--- src/rtl/uart_tx_scheduler.sv ---
// uart_tx_scheduler
//   Shares one UART transmitter between two valid/ready byte producers.
//   Round-robin arbitration picks a requester while idle, then a one-cycle
//   start pulse is issued with the granted byte. Further starts are held off
//   for FRAME_BITS * B cycles (B = latched baud divisor, 0 treated as 1)
//   plus GAP_CYCLES idle cycles.
//
// Ports
//   CLOCK_50    in   system clock, rising edge
//   RESET       in   asynchronous, active-high reset
//   baud_rate   in   [19:0] clock cycles per UART bit, latched on start
//   req0_valid  in   requester 0 has a byte
//   req0_data   in   [7:0] requester 0 byte
//   req0_ready  out  requester 0 byte accepted this cycle (combinational)
//   req1_valid  in   requester 1 has a byte
//   req1_data   in   [7:0] requester 1 byte
//   req1_ready  out  requester 1 byte accepted this cycle (combinational)
//   tx_data     out  [7:0] byte for the transmitter, registered
//   start_tx    out  one-cycle start pulse, registered
//   tx_busy     out  frame or gap in progress, registered
//   grant_id    out  most recently granted requester, registered
module uart_tx_scheduler #(
    parameter int FRAME_BITS = 10,
    parameter int GAP_CYCLES = 0
) (
    input  logic        CLOCK_50,
    input  logic        RESET,
    input  logic [19:0] baud_rate,
    input  logic        req0_valid,
    input  logic [7:0]  req0_data,
    output logic        req0_ready,
    input  logic        req1_valid,
    input  logic [7:0]  req1_data,
    output logic        req1_ready,
    output logic [7:0]  tx_data,
    output logic        start_tx,
    output logic        tx_busy,
    output logic        grant_id
);

    localparam logic [1:0] S_IDLE  = 2'd0;
    localparam logic [1:0] S_START = 2'd1;
    localparam logic [1:0] S_FRAME = 2'd2;
    localparam logic [1:0] S_GAP   = 2'd3;

    localparam logic [3:0] BIT_LAST = 4'(FRAME_BITS - 1);
    localparam logic [7:0] GAP_LAST = 8'((GAP_CYCLES > 0) ? (GAP_CYCLES - 1) : 0);
    localparam bit         HAS_GAP  = (GAP_CYCLES > 0);

    logic [1:0]  state_q, state_d;
    logic        ptr_q,   ptr_d;
    logic [7:0]  data_q,  data_d;
    logic        gid_q,   gid_d;
    logic        start_q, start_d;
    logic        busy_q,  busy_d;
    logic [19:0] baud_q,  baud_d;
    logic [19:0] cyc_q,   cyc_d;
    logic [3:0]  bit_q,   bit_d;
    logic [7:0]  gap_q,   gap_d;

    logic        any_valid;
    logic        grant_sel;
    logic        can_grant;
    logic [19:0] baud_eff;

    assign any_valid = req0_valid | req1_valid;
    // 1 selects requester 1; the pointer only matters when both are asking.
    assign grant_sel = (req0_valid & req1_valid) ? ptr_q : req1_valid;
    // RESET gates ready so a pending request is never acknowledged while
    // the state is being forced back to idle.
    assign can_grant = (state_q == S_IDLE) && !RESET && any_valid;
    assign req0_ready = can_grant && !grant_sel;
    assign req1_ready = can_grant &&  grant_sel;

    assign baud_eff = (baud_rate == 20'd0) ? 20'd1 : baud_rate;

    always_comb begin
        state_d = state_q;
        ptr_d   = ptr_q;
        data_d  = data_q;
        gid_d   = gid_q;
        baud_d  = baud_q;
        cyc_d   = cyc_q;
        bit_d   = bit_q;
        gap_d   = gap_q;
        case (state_q)
            S_IDLE: begin
                if (any_valid) begin
                    state_d = S_START;
                    data_d  = grant_sel ? req1_data : req0_data;
                    gid_d   = grant_sel;
                    ptr_d   = ~grant_sel;
                end
            end
            S_START: begin
                baud_d  = baud_eff;
                bit_d   = BIT_LAST;
                cyc_d   = baud_eff - 20'd1;
                state_d = S_FRAME;
            end
            S_FRAME: begin
                if (cyc_q != 20'd0) begin
                    cyc_d = cyc_q - 20'd1;
                end else if (bit_q != 4'd0) begin
                    cyc_d = baud_q - 20'd1;
                    bit_d = bit_q - 4'd1;
                end else if (HAS_GAP) begin
                    gap_d   = GAP_LAST;
                    state_d = S_GAP;
                end else begin
                    state_d = S_IDLE;
                end
            end
            S_GAP: begin
                if (gap_q != 8'd0) begin
                    gap_d = gap_q - 8'd1;
                end else begin
                    state_d = S_IDLE;
                end
            end
            default: state_d = S_IDLE;
        endcase
        // Outputs are registered images of the next state, so they line up
        // with the state they describe.
        start_d = (state_d == S_START);
        busy_d  = (state_d != S_IDLE);
    end

    always_ff @(posedge CLOCK_50 or posedge RESET) begin
        if (RESET) begin
            state_q <= S_IDLE;
            ptr_q   <= 1'b0;
            data_q  <= 8'h00;
            gid_q   <= 1'b0;
            start_q <= 1'b0;
            busy_q  <= 1'b0;
            baud_q  <= '0;
            cyc_q   <= '0;
            bit_q   <= '0;
            gap_q   <= '0;
        end else begin
            state_q <= state_d;
            ptr_q   <= ptr_d;
            data_q  <= data_d;
            gid_q   <= gid_d;
            start_q <= start_d;
            busy_q  <= busy_d;
            baud_q  <= baud_d;
            cyc_q   <= cyc_d;
            bit_q   <= bit_d;
            gap_q   <= gap_d;
        end
    end

    assign tx_data  = data_q;
    assign start_tx = start_q;
    assign tx_busy  = busy_q;
    assign grant_id = gid_q;

endmodule

--- config.mk ---
export PLATFORM = sky130hd
export DESIGN_NAME = uart_tx_scheduler
export DESIGN_NICKNAME = d
export VERILOG_FILES = /design/src/rtl/uart_tx_scheduler.sv
export SDC_FILE = /design/constraint.sdc
export NUM_CORES = 1
export LEC_CHECK = 0
export CAP_MARGIN = 10
export CORE_ASPECT_RATIO = 1.2
export CORE_MARGIN = 3
export CORE_UTILIZATION = 55
export DETAILED_ROUTE_END_ITERATION = 12
export MAX_ROUTING_LAYER = met4
export PLACE_DENSITY = 0.8
export SYNTH_ARGS = -nofsm -noshare
export SYNTH_HDL_FRONTEND = slang
export SYNTH_SLANG_ARGS = --single-unit
--- constraint.sdc ---
create_clock -name CLOCK_50 -period 4 [get_ports CLOCK_50]
set_input_delay 0.8 -clock CLOCK_50 [delete_from_list [all_inputs] [get_ports CLOCK_50]]
set_output_delay 0.8 -clock CLOCK_50 [all_outputs]
set_load 0.03 [all_outputs]
Figure 1. Met2 routing.
Scale: 3 px per um. Cells faint in the background.
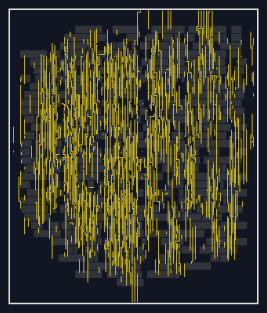
nets with wire on the layer: 443
share of all routed wire: 50%
longest straight run: 35.7 um
main direction: vertical
final WL: 10000 um
met2 Use GR: 0.431
via count: 3450

Figure 2. Routing congestion map.
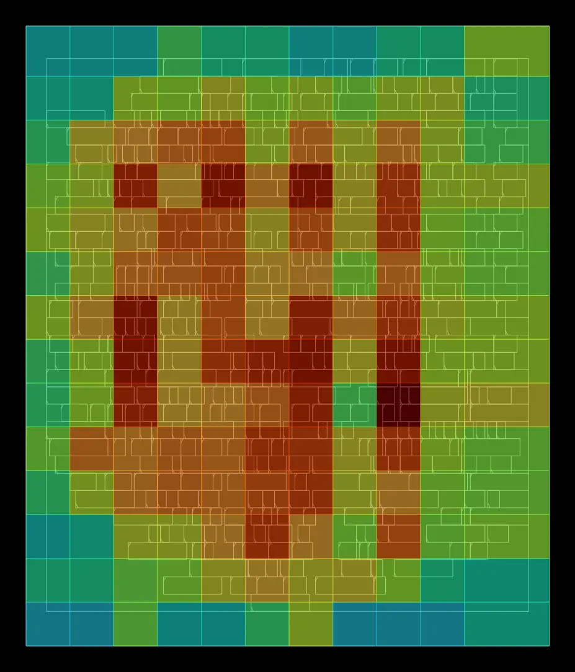
GR Util All Layers: 0.271
GR Layer Usage met1: 0.325
GRT busiest layer: met2
met3 usage: 0.0538
utilization after layout: 0.712

Figure 3. Sequential cells grouped by signal name.
Scale: 4 px per um. Other sequential cells in the stronger grey, the rest of the logic in the fainter grey.
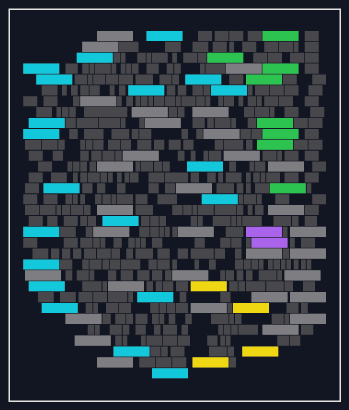
[state_q] purple | sequential cells: 2
[bit_q] yellow | sequential cells: 4
[baud_q] cyan | sequential cells: 20
[tx_data] green | sequential cells: 8 | where: top right
seq pwr: 667 uW
flop share of the area: 0.351
FF/Latch Area: 1650 um^2

==> ci_impl_report.md <==
### Yosys + OpenROAD results

| Metric | Value |
|---|---|
| Synth flops | `between 60 and 70` |
| Met3 wire len | `slightly below 700 um` |
| Clock buffer depth | `2` |
| Total power draw | `1.30 mW` |
| Cell Area, Synth | `3850 um^2` |
| Synth area leader | `dfrtp_1` |
| Critical Path RT | `4.23 ns` |
| Count of tool warnings | `32` |
| H-Tree Depth | `3` |
| Largest net degree at the start of global routing | `39` |
| Routed length on met1 | `around 4000 um` |
| # rows | `32` |
| Worst Setup EP | `cyc_q[16]` |
| Worst R2R Start | `state_q[0]` |
| Syn_nets | `454` |
| Post-Synthesis Cells | `approximately 400` |
| Pwr/cell area | `roughly 280 nW/um^2` |
| RD Place Congestion | `between 0.9 and 1` |
| Hold slack | `0.482 ns` |
| Chip width | `82.4 um` |
| Min Tclk post-route | `a little under 4 ns` |
| Area Growth Syn to Fin | `22.2%` |
| Post-synth top area share | `0.429` |
| Max VDD drop | `between 0.2 and 0.25 mV` |
| Crit path depth | `12` |
| Adders+Majority by Area | `0.0325` |
| Clk network pwr share | `0.438` |
| WP buf/inv | `1` |
| Worst slew pin tran | `0.781 ns` |
| Clock root buffer | `clkbuf_8` |
| Net Sw Power | `between 200 and 300 uW` |
| Num CTS Buffers | `9` |
| Drt pass-1 iters | `5` |
| Flop pwr share | `0.512` |
| Vias in the first global route | `~3400` |
| Worst path slowest cell | `clkdlybuf4s50_1` |
| Final Slew Violations | `0` |
| MUX share of area | `0.0793` |
| Fp util | `0.582` |
| Filler cells | `478` |
| DRC viols | `0` |
| Metal2 WL | `between 4000 and 5000 um` |
| Ys cells | `roughly 400` |
| CTS tree | `yes` |
| Top sig layer | `met4` |
| Gate power share | `0.050` |
| FFs w/ async S/R, synth | `1.00` |
| Hold WC Path Type | `flop to flop` |
| Share of cells above drive strength 1 | `0.141` |
| Comb area leader | `simple AND/OR/NAND/NOR gates` |
| Simple share | `0.197` |
| Average wire per standard cell | `between 15 and 20 um` |
| Yosys warning tally | `0` |
| CTS sink count | `66` |
| Pleak | `2.07 nW` |
| Xor/xnor share | `0.0433` |
| Aoi share | `0.174` |
| FF-to-FF End | `cyc_q[16]` |
| Clk_skew | `between 0.007 and 0.008 ns` |
| YS chip area | `a little under 4000 um^2` |
| Dominant flop cell | `dfrtp_1` |
| Crit path largest cell delay | `0.57 ns` |
| Register-to-Register Setup Slack | `~0.35 ns` |
| Top Layout Cells | `66 x dfrtp_1, 52 x clkdlybuf4s50_1, 32 x nor2_1, 32 x nand2_1, 27 x o21ai_0` |
| ANT nets after route | `0` |
| Place WS | `-0.101 ns` |
| Post-synth EDFFs | `0` |
| Cell Int Power | `a little over 1 mW` |
| IO Count | `around 53` |
| Hold Path Depth | `1` |
| Run status | `completed` |
| RSZ-0062 raised after global routing | `no` |
| Clk Latency, worst-skew pair | `about 0.35 ns` |
| Clock Power | `approximately 570 uW` |
| Syn_area_per_cell | `approximately 9.5 um^2` |
| Count leader, synth | `dfrtp_1` |
| Setup crit start | `baud_rate[2]` |
| Max-cap violations | `0` |
| Detailed Route Iter0 Violations | `approximately 250` |
| Hold Path End | `gap_q[7]` |
| Fmax achieved | `between 200 and 300 MHz` |
| Setup-failing EPs final | `0` |
| Register share after synthesis | `0.429` |
| Max-slew headroom | `0.476` |
| First-pass GRT wire length | `16200 um` |
| Comb group | `64.9 uW` |
| Biggest regs | `baud_q (20), cyc_q (20)` |
| Final Hold Vio Count | `0` |
| Core area | `~6600 um^2` |
| Layout net count | `just over 500` |
| Via density | `approximately 6.2` |
| CP Capture Type | `flop` |
| Arr. time, crit path | `roughly 4 ns` |
| Worst Setup Path Type | `input pin to flop` |
| Clock transition at path regs | `about 0.070 ns` |
| Worst-path cell chain | `clkdlybuf4s50_1, nor3_1, and3_1, a211oi_1, or2_2, ha_1, o21ai_0, a41oi_1, nand4b_1, nor4_2, mux2i_1, nand3_1` |
| I/O Buffers | `52` |
| Worst setup margin | `0.143 ns` |
| Worst Reg2Reg Path Length in Cells | `12` |
| Setup_tns | `0 ns` |
| Cell Type Count | `approximately 61` |
| Top cells, area | `dfrtp_1 43%, mux2_2 5.9%, o21ai_0 3.5%` |
| Die Span Y | `between 90 and 100 um` |
| Sw frac | `0.213` |
| Initial antenna violation count | `0` |
| Top pwr grp | `sequential cells` |
| Crit-path leading delay family | `simple AND/OR/NAND/NOR gates` |
| Hpwl dp | `7270 um` |
| CP max FO | `6` |
| Chip area | `between 8000 and 9000 um^2` |
| Startpoint Class | `input pin` |
| Top post-synthesis cells by count | `66 x dfrtp_1, 32 x nand2_1, 32 x nor2_1` |
| Cycle use final | `0.964` |
| Worst Hold Launch | `gap_q[7]` |
| Grt total ovfl | `0` |
| ANT cells | `0` |
Figure 4. Zoomed window.
Region (21, 48) to (61, 88) um. Cells in grey, sequential cells in the stronger grey; small squares are vias.
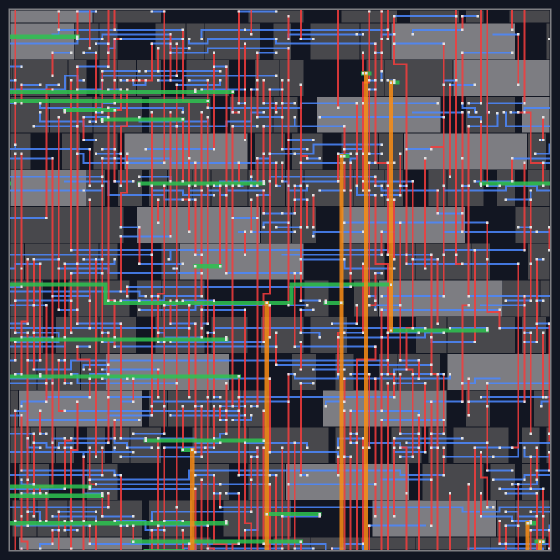
[M4] orange
[M2] red
[M3] green
[M1] blue
sequential cells in the window: 17
netlist names of flops here include: cyc_q (8), baud_q (6)
cells with their middle in the window: 133
most frequent: dfrtp_1 (17), nor2_1 (13), nand2_1 (11)

Figure 5. Gate-type map.
Scale: 4 px per um.
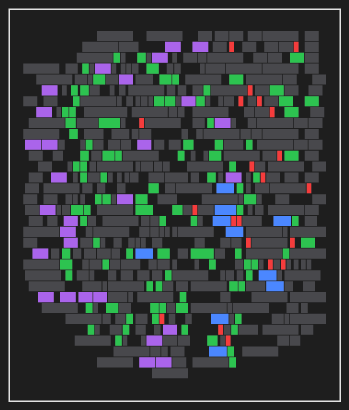
[aoi and oai cells] green | cells: 95
[mux cells] purple | cells: 28
[inv cells] red | cells: 21
[fa/ha/maj cells] blue | cells: 10
combinational share of cell area: 0.433
non-filler cells, final: 554
Top cell excl fill/tap: dfrtp_1

==> per-stage QoR <==
stage          cells  cell area (um^2)
3_5_place_dp     538              4500
4_1_cts          554              4690
5_1_grt          554              4700
6_report         554              4700
3_3_place_gp     538              4500
2_1_floorplan    404              3850
==> cell type report <==
type	instances	area (um^2)	area share
multi-input cells	299	2030	0.433
clock inverters	2	35.0	0.00745
flip-flops and latches	66	1650	0.351
repair buffers	67	633	0.135
inverters	21	78.8	0.0168
well taps	85	106	0.0226
clock buffers	14	163	0.0346
==> timing repair <==
| action | in CTS | in global routing |
|---|---|---|
| resized | 0 | 1 |
| hold endpoints to repair | 0 | 0 |
| hold buffers | 0 | 0 |
| setup buffers | 0 | 0 |
| setup endpoints to repair | 0 | 1 |
No activity file was given, so power comes from the tool's default toggle rates.
